### src/rtl/spi_data_pkg.sv
// rtl/spi_data_pkg.sv - shared widths, frame length and state encoding for the SPI responder
package spi_data_pkg;

    localparam int WORD_BITS      = 16;
    localparam int SIN_INDEX_BITS = 12;
    localparam int UART_ID_BITS   = 4;

    // One frame is exactly two bytes; the counter must be able to hold the value 16.
    localparam int FRAME_BITS = 16;
    localparam int BIT_CNT_W  = $clog2(FRAME_BITS + 1);

    localparam logic [BIT_CNT_W-1:0] FRAME_CNT    = BIT_CNT_W'(FRAME_BITS);
    localparam logic [BIT_CNT_W-1:0] LAST_BIT_IDX = BIT_CNT_W'(FRAME_BITS - 1);

    typedef logic [1:0] state_t;

    localparam state_t ST_IDLE  = 2'd0;
    localparam state_t ST_SHIFT = 2'd1;
    localparam state_t ST_HOLD  = 2'd2;

endpackage

### src/rtl/spi_input_sync.sv
// rtl/spi_input_sync.sv - synchronisers and edge detectors for the SPI pins
//
// Ports:
//   clk, reset_l              system clock, async active-low reset
//   spi_clk, cs_n, mosi       raw SPI pins
//   sclk_s, cs_n_s, mosi_s    synchronised levels
//   sclk_rise, sclk_fall      one-clk pulses on synced SCLK edges
//   cs_fall, cs_rise          one-clk pulses on synced CS_n edges
module spi_input_sync #(
    parameter int SYNC_STAGES = 2
) (
    input  logic clk,
    input  logic reset_l,
    input  logic spi_clk,
    input  logic cs_n,
    input  logic mosi,
    output logic sclk_s,
    output logic cs_n_s,
    output logic mosi_s,
    output logic sclk_rise,
    output logic sclk_fall,
    output logic cs_fall,
    output logic cs_rise
);

    logic [SYNC_STAGES-1:0] sclk_q;
    logic [SYNC_STAGES-1:0] cs_q;
    logic [SYNC_STAGES-1:0] mosi_q;
    logic                   sclk_prev_q;
    logic                   cs_prev_q;

    // Marks which pipeline stages hold real pin samples rather than reset
    // values. Edges are only reported once both the current and previous
    // synced values are real, so a CS already low at reset release does not
    // look like a falling edge.
    logic [SYNC_STAGES:0]   live_q;

    always_ff @(posedge clk or negedge reset_l) begin
        if (!reset_l) begin
            sclk_q      <= '0;
            cs_q        <= '1;
            mosi_q      <= '0;
            sclk_prev_q <= 1'b0;
            cs_prev_q   <= 1'b1;
            live_q      <= '0;
        end else begin
            sclk_q      <= {sclk_q[SYNC_STAGES-2:0], spi_clk};
            cs_q        <= {cs_q[SYNC_STAGES-2:0], cs_n};
            mosi_q      <= {mosi_q[SYNC_STAGES-2:0], mosi};
            sclk_prev_q <= sclk_q[SYNC_STAGES-1];
            cs_prev_q   <= cs_q[SYNC_STAGES-1];
            live_q      <= {live_q[SYNC_STAGES-1:0], 1'b1};
        end
    end

    logic edge_en;

    assign edge_en   = live_q[SYNC_STAGES];
    assign sclk_s    = sclk_q[SYNC_STAGES-1];
    assign cs_n_s    = cs_q[SYNC_STAGES-1];
    assign mosi_s    = mosi_q[SYNC_STAGES-1];
    assign sclk_rise = edge_en &  sclk_s & ~sclk_prev_q;
    assign sclk_fall = edge_en & ~sclk_s &  sclk_prev_q;
    assign cs_fall   = edge_en & ~cs_n_s &  cs_prev_q;
    assign cs_rise   = edge_en &  cs_n_s & ~cs_prev_q;

endmodule

### src/rtl/spi_sin_index_responder.sv
// rtl/spi_sin_index_responder.sv - SPI mode-0 slave serving {sin_index, uart_id} words
//
// Ports:
//   clk, reset_l                       system clock, async active-low reset
//   spi_clk, cs_n, mosi, miso, miso_oe SPI pins (mode 0, MSB first, 16-bit frames)
//   load_valid/load_ready              one-deep word buffer handshake
//   load_sin_index, load_uart_id       word bits [15:4] and [3:0]
//   frame_done, frame_abort, underrun  one-clk status pulses
//   rx_word                            MOSI bits of the last completed frame
module spi_sin_index_responder
    import spi_data_pkg::*;
#(
    parameter int SYNC_STAGES        = 2,
    parameter bit REPEAT_ON_UNDERRUN = 1'b1
) (
    input  logic                      clk,
    input  logic                      reset_l,
    input  logic                      spi_clk,
    input  logic                      cs_n,
    input  logic                      mosi,
    output logic                      miso,
    output logic                      miso_oe,
    input  logic                      load_valid,
    output logic                      load_ready,
    input  logic [SIN_INDEX_BITS-1:0] load_sin_index,
    input  logic [UART_ID_BITS-1:0]   load_uart_id,
    output logic                      frame_done,
    output logic                      frame_abort,
    output logic                      underrun,
    output logic [WORD_BITS-1:0]      rx_word
);

    logic sclk_s, cs_n_s, mosi_s;
    logic sclk_rise, sclk_fall, cs_fall, cs_rise;

    spi_input_sync #(
        .SYNC_STAGES(SYNC_STAGES)
    ) u_sync (
        .clk       (clk),
        .reset_l   (reset_l),
        .spi_clk   (spi_clk),
        .cs_n      (cs_n),
        .mosi      (mosi),
        .sclk_s    (sclk_s),
        .cs_n_s    (cs_n_s),
        .mosi_s    (mosi_s),
        .sclk_rise (sclk_rise),
        .sclk_fall (sclk_fall),
        .cs_fall   (cs_fall),
        .cs_rise   (cs_rise)
    );

    // Only the edge pulses drive the FSM; the synced levels are not needed here.
    logic unused_levels;
    assign unused_levels = sclk_s ^ cs_n_s;

    state_t                 state_q, state_d;
    logic [WORD_BITS-1:0]   shift_q, shift_d;
    logic [WORD_BITS-1:0]   last_q, last_d;
    logic [WORD_BITS-1:0]   rx_shift_q, rx_shift_d;
    logic [WORD_BITS-1:0]   rx_word_q, rx_word_d;
    logic [BIT_CNT_W-1:0]   bit_cnt_q, bit_cnt_d;
    logic [WORD_BITS-1:0]   buf_q, buf_d;
    logic                   buf_valid_q, buf_valid_d;
    logic                   frame_done_q, frame_done_d;
    logic                   frame_abort_q, frame_abort_d;
    logic                   underrun_q, underrun_d;

    always_ff @(posedge clk or negedge reset_l) begin
        if (!reset_l) begin
            state_q       <= ST_IDLE;
            shift_q       <= '0;
            last_q        <= '0;
            rx_shift_q    <= '0;
            rx_word_q     <= '0;
            bit_cnt_q     <= '0;
            buf_q         <= '0;
            buf_valid_q   <= 1'b0;
            frame_done_q  <= 1'b0;
            frame_abort_q <= 1'b0;
            underrun_q    <= 1'b0;
        end else begin
            state_q       <= state_d;
            shift_q       <= shift_d;
            last_q        <= last_d;
            rx_shift_q    <= rx_shift_d;
            rx_word_q     <= rx_word_d;
            bit_cnt_q     <= bit_cnt_d;
            buf_q         <= buf_d;
            buf_valid_q   <= buf_valid_d;
            frame_done_q  <= frame_done_d;
            frame_abort_q <= frame_abort_d;
            underrun_q    <= underrun_d;
        end
    end

    always_comb begin
        state_d       = state_q;
        shift_d       = shift_q;
        last_d        = last_q;
        rx_shift_d    = rx_shift_q;
        rx_word_d     = rx_word_q;
        bit_cnt_d     = bit_cnt_q;
        buf_d         = buf_q;
        buf_valid_d   = buf_valid_q;
        frame_done_d  = 1'b0;
        frame_abort_d = 1'b0;
        underrun_d    = 1'b0;

        // A load can only be accepted while the buffer is empty, so it never
        // collides with the frame-start consume below.
        if (load_valid && !buf_valid_q) begin
            buf_d       = {load_sin_index, load_uart_id};
            buf_valid_d = 1'b1;
        end

        case (state_q)
            ST_IDLE: begin
                if (cs_fall) begin
                    state_d    = ST_SHIFT;
                    bit_cnt_d  = '0;
                    rx_shift_d = '0;
                    if (buf_valid_q) begin
                        shift_d     = buf_q;
                        last_d      = buf_q;
                        buf_valid_d = 1'b0;
                    end else begin
                        shift_d    = REPEAT_ON_UNDERRUN ? last_q : '0;
                        underrun_d = 1'b1;
                    end
                end
            end

            ST_SHIFT: begin
                if (cs_rise) begin
                    // Short frame: the consumed buffer word is lost on purpose.
                    state_d       = ST_IDLE;
                    frame_abort_d = 1'b1;
                end else begin
                    if (sclk_rise) begin
                        rx_shift_d = {rx_shift_q[WORD_BITS-2:0], mosi_s};
                        bit_cnt_d  = bit_cnt_q + 1'b1;
                        if (bit_cnt_q == LAST_BIT_IDX) begin
                            state_d = ST_HOLD;
                        end
                    end
                    if (sclk_fall && (bit_cnt_q != FRAME_CNT)) begin
                        shift_d = shift_q << 1;
                    end
                end
            end

            ST_HOLD: begin
                if (cs_rise) begin
                    state_d      = ST_IDLE;
                    rx_word_d    = rx_shift_q;
                    frame_done_d = 1'b1;
                end
            end

            default: state_d = ST_IDLE;
        endcase
    end

    assign miso        = (state_q == ST_SHIFT) & shift_q[WORD_BITS-1];
    assign miso_oe     = (state_q != ST_IDLE);
    assign load_ready  = ~buf_valid_q;
    assign frame_done  = frame_done_q;
    assign frame_abort = frame_abort_q;
    assign underrun    = underrun_q;
    assign rx_word     = rx_word_q;

endmodule

### config.mk
export PLATFORM = sky130hd
export DESIGN_NAME = spi_sin_index_responder
export DESIGN_NICKNAME = d
export VERILOG_FILES = /design/src/rtl/spi_data_pkg.sv /design/src/rtl/spi_input_sync.sv /design/src/rtl/spi_sin_index_responder.sv
export SDC_FILE = /design/constraint.sdc
export NUM_CORES = 1
export LEC_CHECK = 0
export CAP_MARGIN = 10
export CORE_MARGIN = 2
export CORE_UTILIZATION = 35
export CTS_BUF_LIST = sky130_fd_sc_hd__clkbuf_4 sky130_fd_sc_hd__clkbuf_8
export DETAILED_ROUTE_END_ITERATION = 8
export HOLD_SLACK_MARGIN = 0.08
export MAX_ROUTING_LAYER = met4
export SLEW_MARGIN = 15
export SYNTH_ARGS = -nofsm -noshare
export SYNTH_HDL_FRONTEND = slang
export SYNTH_SLANG_ARGS = --single-unit
export TNS_END_PERCENT = 5
### constraint.sdc
create_clock -name clk -period 2.2 [get_ports clk]
set_clock_uncertainty 0.15 [all_clocks]
set_input_delay 0.55 -clock clk [delete_from_list [all_inputs] [get_ports clk]]
set_output_delay 0.55 -clock clk [all_outputs]
set_load 0.01 [all_outputs]
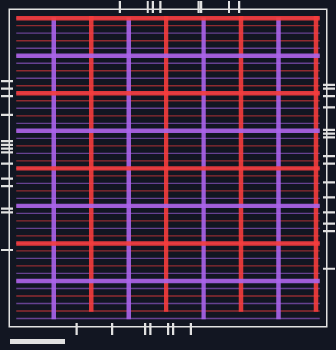
Fig. 1. Supply network (run 1).
Bar = 20 µm. Pins as bars on the die edge.
VSS -> purple
VDD -> red
met5 straps = 8
met4 straps = 8
met1 rails = 41
rows = 40

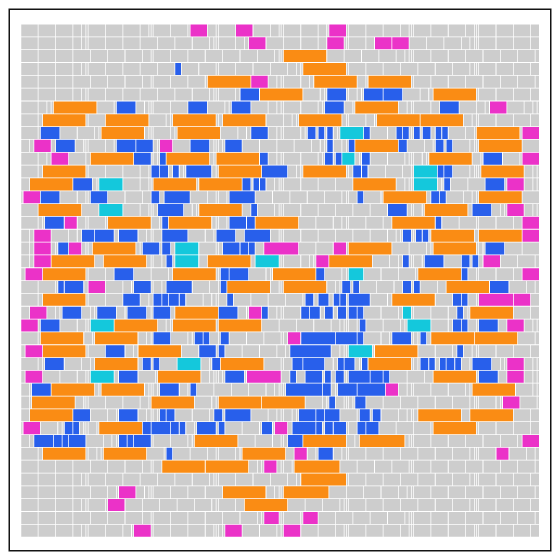
Fig. 2. Cells coloured by class (run 1).
Fill, decap, tap and diode cells in grey.
all other logic -> blue  # cells 222, share of their area 33%
other buffers and delay cells -> magenta  # cells 58, share of their area 12%
flip-flops -> orange  # cells 102, share of their area 51%
clock drivers and dummy loads -> cyan  # cells 16, share of their area 4.0%

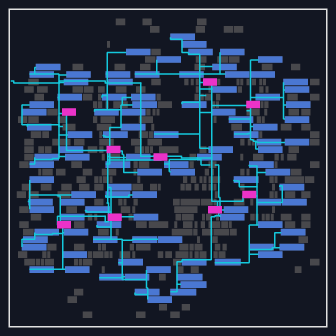
Fig. 3. Clock distribution (run 1).
clock wires -> cyan  # length 1,140 µm
cells driving clock nets -> magenta  # count 9
flip-flops -> blue  # count 102
routed clock nets = 10

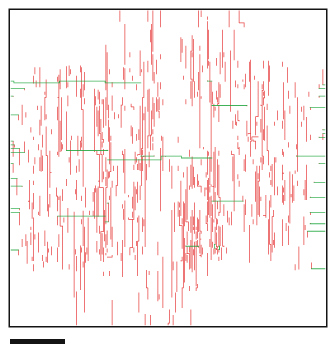
Fig. 4. Routed metal, one colour a layer (run 1).
Bar = 20 µm. Two of the layers only.
met3 -> green  # wire length 251 µm
met2 -> red  # wire length 3,560 µm

-- run 1: layer usage --
layer	wire (µm)	up-vias	global-route usage (%)
met5	0	-	-
met3	250	11	3.55
met2	3560	45	19.7
met1	3480	1300	16.0
met4	91	0	4.07
li1	-	1274	-
-- run 1: metrics by stage --
stage | cell area [µm²] | worst slack [ns]
after floorplan | 4270 | 0.145
after global placement | 4950 | 0.201
after detailed placement | 4950 | 0.142
after CTS | 5160 | 0.0438
after global routing | 5160 | 0.0414
final | 5160 | 0.0994
-- run 1: cell families after synthesis --
family	synth area share [%]
simple gates	9.72
flops	59.8
other cells	0.0878
compound gates	7.12
mux	19.6
fa+ha+maj	0.879
buf+inv	2.81
-- run 1: critical path, stage by stage (launching register included) --
cell and delay, ns:
dfrtp_2 0.46, or2_4 0.29, dlygate4sd2_1 0.29
==> results_tabular.tex, run 1 <==
% Table of physical implementation metrics
\begin{tabular}{lr}
\hline
Metric & Value \\
\hline
\multicolumn{2}{l}{\textbf{Final layout}} \\
N\_diodes & 0 \\
Layout cells sized above 1 & 25.1\% \\
Share of cell area taken by multi-input logic gates & 31.3\% \\
Area-dominant class & flip-flops and latches \\
Inverters & 7 \\
Clock Buffer Count & 14 \\
Buffering overhead & 11.2\% \\
Area of all sequential standard cells & 2560 µm² \\
Comb\_multi\_in & 215 \\
Fill cell total of the finished layout & 1,133 \\
Buffer count excluding the clock tree in the final layout & 58 \\
Area growth syn-to-layout & 20.8\% \\
\multicolumn{2}{l}{\textbf{Power}} \\
Reported clock group power & 0.00115 W \\
Comb power & 0.00114 W \\
Fraction of power consumed by sequential logic & 53.5\% \\
Total power after layout & 0.00491 W \\
Cell leakage power & 2.33 nW \\
PwrDens & 952 nW/µm² \\
Sw Ratio & 27.8\% \\
\multicolumn{2}{l}{\textbf{CTS}} \\
Clk root buf & clkbuf\_8 \\
Clock-pin slew reported for the worst setup and hold paths after clock tree synthesis & 0.09 ns \\
Number of sinks on the clock net & 102 \\
Cts bufs inserted & 9 \\
Clock network latency to the later pin of the worst-skew pair & 0.36 ns \\
Hold bufs inserted after CTS & 1 \\
Post-CTS Setup Inserts & 0 \\
TritonCTS clock tree & yes \\
Maximum buffer depth of the clock tree & 2 \\
\multicolumn{2}{l}{\textbf{Final timing}} \\
Final Slew Violations & 0 \\
Ratio of final minimum period to clock period & 95.5\% \\
Final-report setup violation count & 0 \\
Final critical-path required period & 2.10 ns \\
Fin Hold WS & 0.204 ns \\
RSZ-0062 raised after global routing & false \\
Fmax achieved & 476 MHz \\
\multicolumn{2}{l}{\textbf{Setup path}} \\
R2R Path Start & bit\_cnt\_q[0]\$\_DFFE\_PN0P\_ \\
Required time reported for the critical path endpoint & 1.50 ns \\
Startpoint kind of the worst setup timing path & register \\
Category of the worst setup path capture point & output port \\
Reg2Reg Capture Point & shift\_q[9]\$\_DFFE\_PN0P\_ \\
Worst reg-to-reg path cell count & 7 \\
Launch point of the worst path & state\_q[1]\$\_DFFE\_PN0P\_ \\
\multicolumn{2}{l}{\textbf{Yosys}} \\
Post-synth tally of flip-flops with integrated enable & 0 \\
Most instantiated library cell after synthesis & dfrtp\_1 \\
Count of distinct cell types in the synthesized netlist & 38 \\
Share of synthesized registers carrying an async set or reset & 100\% \\
Chip area line of the yosys report & 4270 µm² \\
Cells after synthesis & 343 \\
Post-synth design cell area & 4270 µm² \\
Synth cell count leaders & dfrtp\_1 (99), nand2\_1 (61), mux2\_2 (48), o21ai\_0 (42), mux2i\_1 (16) \\
\multicolumn{2}{l}{\textbf{Floorplan}} \\
Die span in x & 114 µm \\
Std-Cell Rows & 40 \\
Placeable core area & 12,000 µm² \\
Die Size & 13,100 µm² \\
\multicolumn{2}{l}{\textbf{Drt}} \\
Number of vias after detailed routing & 2,630 \\
DRC & 0 \\
First-pass DRT Iterations & 5 \\
First DRT Iteration DRCs & 107 \\
Detailed-route vias per instance & 4.83 \\
\multicolumn{2}{l}{\textbf{Min path}} \\
End point of the most critical hold path & u\_sync.live\_q[2]\$\_DFF\_PN0\_ \\
Hold Path Cell Cnt & 0 \\
\multicolumn{2}{l}{\textbf{Placed design}} \\
Hpwl dp & 5.11 mm \\
\multicolumn{2}{l}{\textbf{Job}} \\
Max-cap viol count & 0 \\
\multicolumn{2}{l}{\textbf{Outcome}} \\
Outcome & completed \\
\multicolumn{2}{l}{\textbf{GRT}} \\
Wire length of the first global-routing pass & 12.7 mm \\
Via count of the first global-routing pass & 2,643 \\
\hline
\end{tabular}
Fig. 5: run 1, the clock network
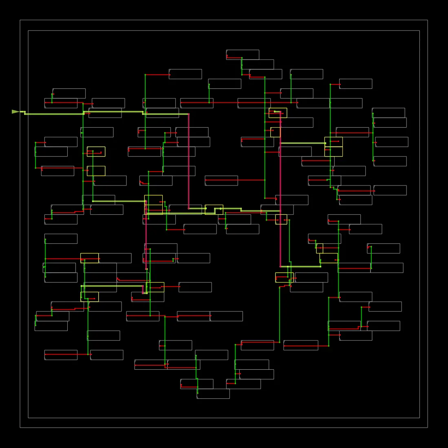

==> run 2, diff against run 1 <==
Settings changed: REMOVE_ABC_BUFFERS from default to 1.
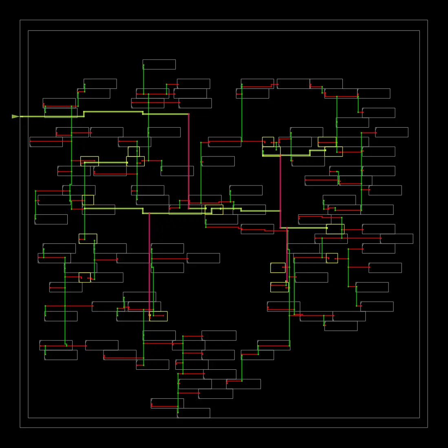
Fig. 6. The clock network (run 2).
clock network latency to the later pin of the worst-skew pair: 0.37 ns
cts bufs inserted: 9
number of sinks on the clock net: 102

==> run 2 against run 1 <==
Final cell count is 0.18% lower. Global-route usage shrank 0.43 points. Core utilization fell by 0.094 points. Area after synthesis unchanged. Maximum frequency rose by 0.20%. Combinational power is essentially flat. Non-clock buffer count fell by 1. Hold slack improved by 0.0025 ns. Count of clock-buffer cells in the layout fell by 4. Clock power about the same. Critical endpoint unchanged. Register-to-register slack is essentially flat. Sequential share of layout area is 0.084 points higher.
==> results_tabular.tex, run 2 <==
% Table of physical implementation metrics
\begin{tabular}{lr}
\hline
Metric & Value \\
\hline
\multicolumn{2}{l}{\textbf{Final layout}} \\
N\_diodes & 0 (unchanged) \\
Inverters & 7 (unchanged) \\
Area-dominant class & flip-flops and latches \\
Share of cell area taken by multi-input logic gates & 31.2\% (-0.077 points) \\
Clock Buffer Count & 10 (-4) \\
Layout cells sized above 1 & 24.4\% (-0.69 points) \\
Fill cell total of the finished layout & 1,161 (+2.5\%) \\
Area growth syn-to-layout & 20.5\% \\
Comb\_multi\_in & 215 (unchanged) \\
Buffer count excluding the clock tree in the final layout & 57 (-1.7\%) \\
\multicolumn{2}{l}{\textbf{GRT}} \\
GRT met2 Usage & 18.7\% (-1.1 points) \\
Met1 Usage GRT & 15.6\% (-0.49 points) \\
Routing usage on met3 & 3.71\% (+0.16 points) \\
Wire length of the first global-routing pass & 12.3 mm (-3.0\%) \\
Layer with the highest usage after global routing & met2 \\
\multicolumn{2}{l}{\textbf{CTS}} \\
Maximum buffer depth of the clock tree & 2 (unchanged) \\
Clk root buf & clkbuf\_8 \\
Hold bufs inserted after CTS & 1 (unchanged) \\
\multicolumn{2}{l}{\textbf{Floorplan}} \\
Placeable core area & 12,000 µm² (unchanged) \\
\multicolumn{2}{l}{\textbf{Setup path}} \\
Buf/Inv on CP & 1 (unchanged) \\
Worst reg-to-reg path cell count & 6 (-1) \\
Launch point of the worst path & state\_q[1]\$\_DFFE\_PN0P\_ \\
Cell with the biggest individual delay on the critical path & dfrtp\_1 \\
CP max stage delay & 0.43 ns (-0.03 ns) \\
Cells along the critical path & or2\_1 -> dlygate4sd2\_1 \\
R2R Path Start & state\_q[1]\$\_DFFE\_PN0P\_ \\
\multicolumn{2}{l}{\textbf{Yosys}} \\
Synth cell count leaders & dfrtp\_1 (99), nand2\_1 (61), mux2\_2 (48), o21ai\_0 (42), mux2i\_1 (16) \\
Count of distinct cell types in the synthesized netlist & 38 (unchanged) \\
Chip area line of the yosys report & 4270 µm² (unchanged) \\
Share of synthesized registers carrying an async set or reset & 100\% (unchanged) \\
Post-synth design cell area & 4270 µm² (unchanged) \\
Most instantiated library cell after synthesis & dfrtp\_1 \\
\multicolumn{2}{l}{\textbf{Placed design}} \\
Setup slack after placement & 0.144 ns (+0.00210 ns) \\
Placed Instance Area & 4940 µm² (-0.15\%) \\
\multicolumn{2}{l}{\textbf{Drt}} \\
Detailed-route vias per instance & 4.85 (+0.56\%) \\
Met1 layer wirelength in the final routing & 3.43 mm (-1.5\%) \\
DRC & 0 (unchanged) \\
First-pass DRT Iterations & 4 (-1) \\
Routed wl met3 & 311 µm (+24\%) \\
\multicolumn{2}{l}{\textbf{Final timing}} \\
Final Slew Violations & 0 (unchanged) \\
Min setup slack post-route & 0.104 ns (+0.00426 ns) \\
\multicolumn{2}{l}{\textbf{Outcome}} \\
Outcome & completed \\
\multicolumn{2}{l}{\textbf{Power}} \\
Sw Ratio & 29.1\% (+1.4 points) \\
\hline
\end{tabular}
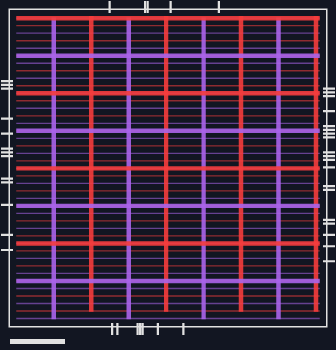
Fig. 7. Supply network (run 2).
Bar = 20 µm. Pins as bars on the die edge.
VDD -> red
VSS -> purple
met5 straps = 8
met1 rails = 41

run 2: cell counts after synthesis:
No cell type changed its count.
run 2: cell families after synthesis:
logic type,Yosys count,synth area share [%]
buf+inv,26,2.81
compound gates,54,7.12
simple gates,84,9.72
flops,102,59.8
mux,73,19.6
fa+ha+maj,3,0.879
other cells,1,0.0878
run 2: power groups by stage:
stage	clock, W	combinational [W]	sequential [W]
final	0.00113	0.00112	0.00262
after global routing	0.00125	0.00127	0.00268
after CTS	0.00118	0.00115	0.00263
after detailed placement	0	0.00115	0.00266
after global placement	0	0.00112	0.00264
after floorplan	0	0.000828	0.00259
run 2: worst register-to-register path: stages, from the launching register on:
cell      delay, ns
dfrtp_1        0.43
buf_4          0.16
and2b_2        0.28
nand4b_4       0.12
a211oi_4       0.28
buf_12         0.20
mux2_2         0.34
Power figures rest on the tool's default switching activity, not on a simulated workload.
